File: config.mk
export PLATFORM = sky130hd
export DESIGN_NAME = pe_host_io
export DESIGN_NICKNAME = d
export VERILOG_FILES = /design/src/rtl/pe_host_io_pkg.sv /design/src/rtl/sync_fifo.sv /design/src/rtl/pe_host_io.sv
export SDC_FILE = /design/constraint.sdc
export NUM_CORES = 1
export LEC_CHECK = 0
export CAP_MARGIN = 20
export CORE_MARGIN = 2
export CORE_UTILIZATION = 55
export CTS_BUF_LIST = sky130_fd_sc_hd__clkbuf_8
export DETAILED_ROUTE_END_ITERATION = 7
export PLACE_DENSITY = 0.8
export RECOVER_POWER = 100
export SLEW_MARGIN = 20
export SYNTH_ARGS = -nofsm -noshare
export SYNTH_HDL_FRONTEND = slang
export SYNTH_HIERARCHICAL = 1
export SYNTH_SLANG_ARGS = --single-unit
export TNS_END_PERCENT = 100
File: constraint.sdc
create_clock -name clk -period 4.9 [get_ports clk]
set_input_delay 0.98 -clock clk [delete_from_list [all_inputs] [get_ports clk]]
set_output_delay 0.98 -clock clk [all_outputs]
set_load 0.05 [all_outputs]
File: src/rtl/pe_host_io_pkg.sv
// Shared widths, frame sizes, FSM encoding and payload type for the PE host front end.
package pe_host_io_pkg;

  localparam int unsigned PEIO_DATA_WIDTH = 16;
  localparam int unsigned PEIO_LOAD_NUM   = 16;
  localparam int unsigned PEIO_OUT_NUM    = 4;

  typedef enum logic [1:0] {
    PEIO_IDLE    = 2'd0,
    PEIO_SEND    = 2'd1,
    PEIO_WAIT    = 2'd2,
    PEIO_COLLECT = 2'd3
  } peio_state_e;

  typedef struct packed {
    logic [PEIO_DATA_WIDTH-1:0] re;
    logic [PEIO_DATA_WIDTH-1:0] im;
  } cplx_t;

endpackage

File: src/rtl/sync_fifo.sv
// First-word-fall-through FIFO with occupancy count; pointers carry one wrap bit.
module sync_fifo #(
  parameter int unsigned WIDTH = 32,
  parameter int unsigned DEPTH = 8,
  localparam int unsigned AW   = $clog2(DEPTH)
) (
  input  logic             clk,
  input  logic             rst,
  input  logic             wr_en,
  input  logic [WIDTH-1:0] wr_data,
  input  logic             rd_en,
  output logic [WIDTH-1:0] rd_data,
  output logic [AW:0]      count
);

  logic [WIDTH-1:0] mem [DEPTH];
  logic [AW:0]      wr_ptr;
  logic [AW:0]      rd_ptr;
  logic             full;
  logic             empty;
  logic             do_wr;
  logic             do_rd;

  // Full when the wrap bits differ but the addresses match.
  assign full    = (wr_ptr[AW] != rd_ptr[AW]) && (wr_ptr[AW-1:0] == rd_ptr[AW-1:0]);
  assign empty   = (wr_ptr == rd_ptr);
  assign do_wr   = wr_en && !full;
  assign do_rd   = rd_en && !empty;
  assign rd_data = mem[rd_ptr[AW-1:0]];
  assign count   = wr_ptr - rd_ptr;

  always_ff @(posedge clk) begin
    if (!rst) begin
      wr_ptr <= '0;
      rd_ptr <= '0;
    end else begin
      if (do_wr) wr_ptr <= wr_ptr + (AW+1)'(1);
      if (do_rd) rd_ptr <= rd_ptr + (AW+1)'(1);
    end
  end

  always_ff @(posedge clk) begin
    if (do_wr) mem[wr_ptr[AW-1:0]] <= wr_data;
  end

endmodule

File: src/rtl/pe_host_io.sv
// Host streaming front end for one PE: buffers input frames, bursts them into the PE,
// collects the result burst and re-streams it downstream.
module pe_host_io
  import pe_host_io_pkg::*;
#(
  parameter int unsigned LOAD_NUM  = PEIO_LOAD_NUM,
  parameter int unsigned OUT_NUM   = PEIO_OUT_NUM,
  parameter int unsigned IN_DEPTH  = 2*LOAD_NUM,
  parameter int unsigned OUT_DEPTH = 2*OUT_NUM
) (
  input  logic                         clk,
  input  logic                         rst,
  input  logic                         s_in_v,
  input  logic [PEIO_DATA_WIDTH*2-1:0] s_in,
  output logic                         s_in_rdy,
  output logic                         pe_din_v,
  output logic [PEIO_DATA_WIDTH*2-1:0] pe_din,
  input  logic                         pe_dout_v,
  input  logic [PEIO_DATA_WIDTH*2-1:0] pe_dout,
  output logic                         m_out_v,
  output logic [PEIO_DATA_WIDTH*2-1:0] m_out,
  input  logic                         m_out_rdy,
  output logic                         busy,
  output logic                         err_unexp
);

  localparam int unsigned W      = PEIO_DATA_WIDTH*2;
  localparam int unsigned IN_CW  = $clog2(IN_DEPTH) + 1;
  localparam int unsigned OUT_CW = $clog2(OUT_DEPTH) + 1;
  localparam int unsigned SC_W   = $clog2(LOAD_NUM + 1);
  localparam int unsigned CC_W   = $clog2(OUT_NUM + 1);

  peio_state_e      state, state_nx;
  logic [SC_W-1:0]  send_cnt, send_cnt_nx;
  logic [CC_W-1:0]  col_cnt, col_cnt_nx;
  logic             in_pop;
  logic             out_push;
  logic             err_set;
  logic [W-1:0]     in_head;
  logic [IN_CW-1:0] in_count;
  logic [OUT_CW-1:0] out_count;
  logic             launch_ok;
  cplx_t            pe_din_q;

  sync_fifo #(.WIDTH(W), .DEPTH(IN_DEPTH)) u_in_fifo (
    .clk     (clk),
    .rst     (rst),
    .wr_en   (s_in_v),
    .wr_data (s_in),
    .rd_en   (in_pop),
    .rd_data (in_head),
    .count   (in_count)
  );

  sync_fifo #(.WIDTH(W), .DEPTH(OUT_DEPTH)) u_out_fifo (
    .clk     (clk),
    .rst     (rst),
    .wr_en   (out_push),
    .wr_data (pe_dout),
    .rd_en   (m_out_rdy),
    .rd_data (m_out),
    .count   (out_count)
  );

  assign s_in_rdy = (in_count != IN_CW'(IN_DEPTH));
  assign m_out_v  = (out_count != '0);
  assign pe_din   = pe_din_q;

  // A frame launches only when it can run gap-free and its results are guaranteed room.
  assign launch_ok = (in_count >= IN_CW'(LOAD_NUM)) &&
                     (out_count <= OUT_CW'(OUT_DEPTH - OUT_NUM));

  always_comb begin
    state_nx    = state;
    send_cnt_nx = send_cnt;
    col_cnt_nx  = col_cnt;
    in_pop      = 1'b0;
    out_push    = 1'b0;
    err_set     = 1'b0;
    case (state)
      PEIO_IDLE: begin
        err_set = pe_dout_v;
        if (launch_ok) begin
          state_nx    = PEIO_SEND;
          send_cnt_nx = '0;
        end
      end
      PEIO_SEND: begin
        err_set = pe_dout_v;
        in_pop  = 1'b1;
        if (send_cnt == SC_W'(LOAD_NUM - 1)) begin
          state_nx    = PEIO_WAIT;
          send_cnt_nx = '0;
        end else begin
          send_cnt_nx = send_cnt + SC_W'(1);
        end
      end
      PEIO_WAIT: begin
        if (pe_dout_v) begin
          out_push = 1'b1;
          if (OUT_NUM == 1) begin
            state_nx   = PEIO_IDLE;
            col_cnt_nx = '0;
          end else begin
            state_nx   = PEIO_COLLECT;
            col_cnt_nx = CC_W'(1);
          end
        end
      end
      PEIO_COLLECT: begin
        if (pe_dout_v) begin
          out_push = 1'b1;
          if (col_cnt == CC_W'(OUT_NUM - 1)) begin
            state_nx   = PEIO_IDLE;
            col_cnt_nx = '0;
          end else begin
            col_cnt_nx = col_cnt + CC_W'(1);
          end
        end
      end
      default: state_nx = PEIO_IDLE;
    endcase
  end

  always_ff @(posedge clk) begin
    if (!rst) begin
      state     <= PEIO_IDLE;
      send_cnt  <= '0;
      col_cnt   <= '0;
      pe_din_v  <= 1'b0;
      pe_din_q  <= '0;
      busy      <= 1'b0;
      err_unexp <= 1'b0;
    end else begin
      state     <= state_nx;
      send_cnt  <= send_cnt_nx;
      col_cnt   <= col_cnt_nx;
      pe_din_v  <= in_pop;
      pe_din_q  <= in_pop ? cplx_t'(in_head) : '0;
      busy      <= (state_nx != PEIO_IDLE);
      err_unexp <= err_unexp | err_set;
    end
  end

endmodule
==> results.yml <==
# generated from flow reports
logic_synthesis:
  synthesis.nets: 2846
  top_area_cell: "edfxtp_1"
  syn_inst: 2758
  ff_type: "edfxtp_1"
  synth_chip_area_mm2: 0.05216
  top_cells_by_area: "edfxtp_1 (74%), mux2i_1 (9.9%), a22oi_1 (3.7%)"
  top_area_frac: 0.7369
  ys_cells: 2758
  synth_seq_share: 0.7649
  syn_area_per_cell_um2: 18.91
  syn_area_mm2: 0.05216
floorplanning:
  row_count: 112
  die_h_um: 312.0
  coreArea_mm2: 0.09361
  fp.dieW_um: 312.0
  chipArea_mm2: 0.09731
  fp_util: 0.5572
clock_network:
  numCtsBuffers: 198
  cts_setup_buffers: 0
  htreeDepth: 4
  cts_hold_buf: 0
  ctsResizeCount: 0
  clkSlewWorstSetupHoldPaths_ps: 60
place:
  pre_cts_slack_ps: 912.4
  place_area_mm2: 0.05556
  dp_cells: 4101
  portBuffers: 137
  dp_hpwl_um: 72530
final_timing:
  maxSlewViolCount: 1675
  min_period_ps: 4689
  finalClockSkew_ps: 57.79
  relSlewSlack: -0.8795
  final-setup-viol-count: 0
  worst_pin_slew_ps: 2809
  fmax_mhz: 213.3
  setup_slack_ps: 210.8
  finalCritPeriodShare: 0.9570
critical_path:
  end_kind: "output port"
  worst_ep_required_time_ps: 3920
  critical_path_arrival_ps: 3710
  crit_fanout: 40
power_and_ir_drop:
  combPwrFrac: 0.080
  intPower_mw: 17.49
  power.density_mw_per_mm2: 393.2
  power_frac_seq: 0.561
  p_sw_mw: 5.605
  p_sw_frac: 0.2427
final_layout:
  design_area_mm2: 0.05874
  nets: 3136
  drive_gt1_frac: 0.1205
  lay_top_count: "edfxtp_1"
outcome:
  status: "finished, violations left"
  violations: "max-capacitance violations, max-slew violations"
routing:
  drt_iter0_markers: 3130
  dr_total_vias: 27680
  route.detailed.wl_per_inst_um: 27.00
  drc: 0
  first_pass_iters: 6
run:
  drv_cap: 58
grt:
  grt_max_degree: 99
  grt_pass1_vias: 28310
  antenna_found_initial: 4
  gr-total-overflow: 0
[power by group through the flow]
stage / sequential [mW] / clock (mW) / combinational [mW]
floorplan: 13.3 / 0 / 1.01
global placement: 13.2 / 0 / 1.87
detailed placement: 13.2 / 0 / 1.92
CTS: 12.9 / 8.42 / 1.94
global route: 13.0 / 8.91 / 1.93
finish: 12.9 / 8.30 / 1.85
[synth_stat cells (2+ instances only)]
library cell  count
buf_6            14
xnor2_1          15
o21a_1            5
mux4_2           24
nor4_1            3
dfxtp_1          73
nor2_1           80
nor2b_1           4
mux2i_1         514
fa_1              2
o31a_1            3
o22ai_1           2
and3_1           33
a21oi_1           7
mux2_2           32
o21ai_0          13
or3_1             2
xor2_1            7
nand4_1          71
and4bb_2          3
and2_1            9
a21o_1            3
nand2_1          22
a31oi_1           4
nand2b_1          3
buf_1             5
nand3_1           9
inv_1            22
nand3b_1          3
or3b_2            2
buf_4             2
o31ai_1           4
and4b_1           4
clkbuf_1         32
ha_1             17
nor4b_2           4
or2_2             2
o211ai_1          2
a22oi_1         256
and4_1            2
buf_2            99
edfxtp_1       1280
nor3_1            7
mux4_1           40
nor4bb_1          3
[sequential cells by signal (all words and copies together) (netlist names), named ones only]
| name | count |
|---|---|
| busy | 1 |
| col_cnt | 3 |
| err_unexp | 1 |
| pe_din | 32 |
| pe_din_v | 1 |
| send_cnt | 5 |
| state | 2 |
| u_in_fifo/mem | 1024 |
| u_in_fifo/rd_ptr | 6 |
| u_in_fifo/wr_ptr | 6 |
| u_out_fifo/mem | 256 |
| u_out_fifo/rd_ptr | 4 |
| u_out_fifo/wr_ptr | 4 |
[metal layers]
layer	up-vias	global-route usage	wire, um
met5	-	0	0
met1	14050	0.3134	44450
met4	0	0.1118	5022
met3	278	0.05309	11140
li1	11830	-	-
met2	1524	0.4105	60040
[final timing paths]
check	end	slack, ps	depth (start not counted)
max	m_out[2]	210	4
min	col_cnt[2]$_SDFFE_PN0P_	450	2
max reg2reg	u_in_fifo/mem[23][30]$_DFFE_PP_	280	6
min reg2reg	col_cnt[2]$_SDFFE_PN0P_	450	2
[per-stage QoR]
stage | hold slack (ps) | utilization | power (mW)
after floorplan | 412.3 | - | 14.26
after global placement | 421.0 | 0.5934 | 15.04
after detailed placement | 433.3 | 0.5936 | 15.10
after CTS | 442.2 | 0.6327 | 23.30
after global routing | 463.9 | 0.6274 | 23.80
final | 446.6 | 0.6275 | 23.09
[logic make-up after synthesis]
family | synth area share
DFF | 0.7649
buffers and inverters | 0.01730
and+or+nand+nor | 0.02941
adders and majority gates | 0.004846
xor gates and xnor gates | 0.003694
AOI/OAI and AO/OA | 0.04375
muxes | 0.1361
[worst max-delay path: stages (launching register included)]
cell and delay [ps]:
dfxtp_4 810, buf_4 360, mux4_1 620, mux2_2 310, clkdlybuf4s50_1 700
[final cells by class]
type | instances | area, um2
inverter | 24 | 90.09
tap | 1254 | 1569
antenna | 3 | 7.507
clock inverter | 160 | 874.6
timing repair buffer | 243 | 1971
clock buffer | 203 | 2794
fill | 6272 | 34870
sequential | 1353 | 39910
multi-input combinational | 1228 | 11520
Where the registers sit:
Other sequential cells in the stronger grey, the rest of the logic in the fainter grey.
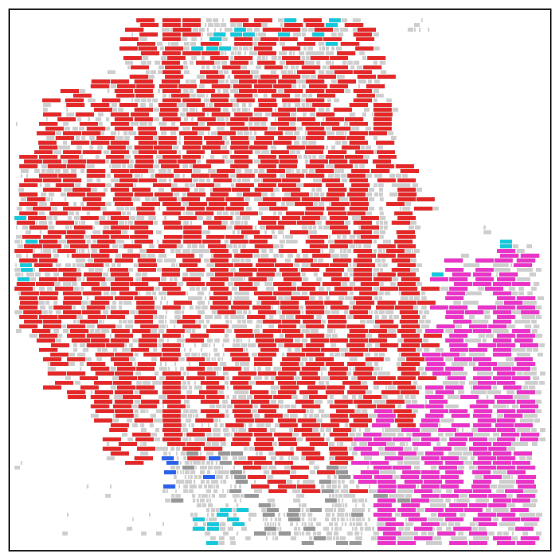
colour	netlist name	flops
blue	u_in_fifo/wr_ptr	6
red	u_in_fifo/mem	1,024
magenta	u_out_fifo/mem	256
cyan	pe_din	32
flop share of the area: 0.6794
P_seq: 12.9 mW
Final Util: 0.6275
register area: 0.03991 mm2

Signal metal coverage by tile:
Bar = 100 um. The die is cut into 31 by 31 equal tiles; black is low, pale yellow is high, scaled to the fullest tile. Values are wire area over tile area, all layers added.
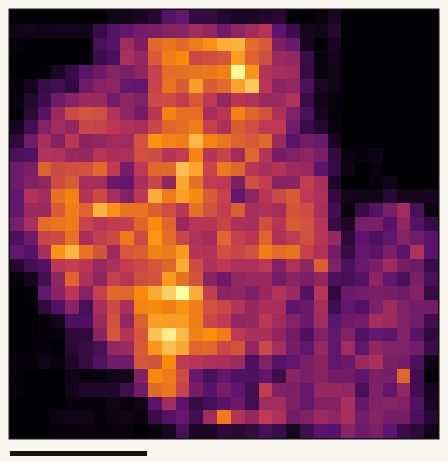
fullest tile	0.63
nearly empty tiles	15%
emptiest ninth of the die	upper right
tiles over half the peak	25%

Power figures rest on the tool's default switching activity, not on a simulated workload.
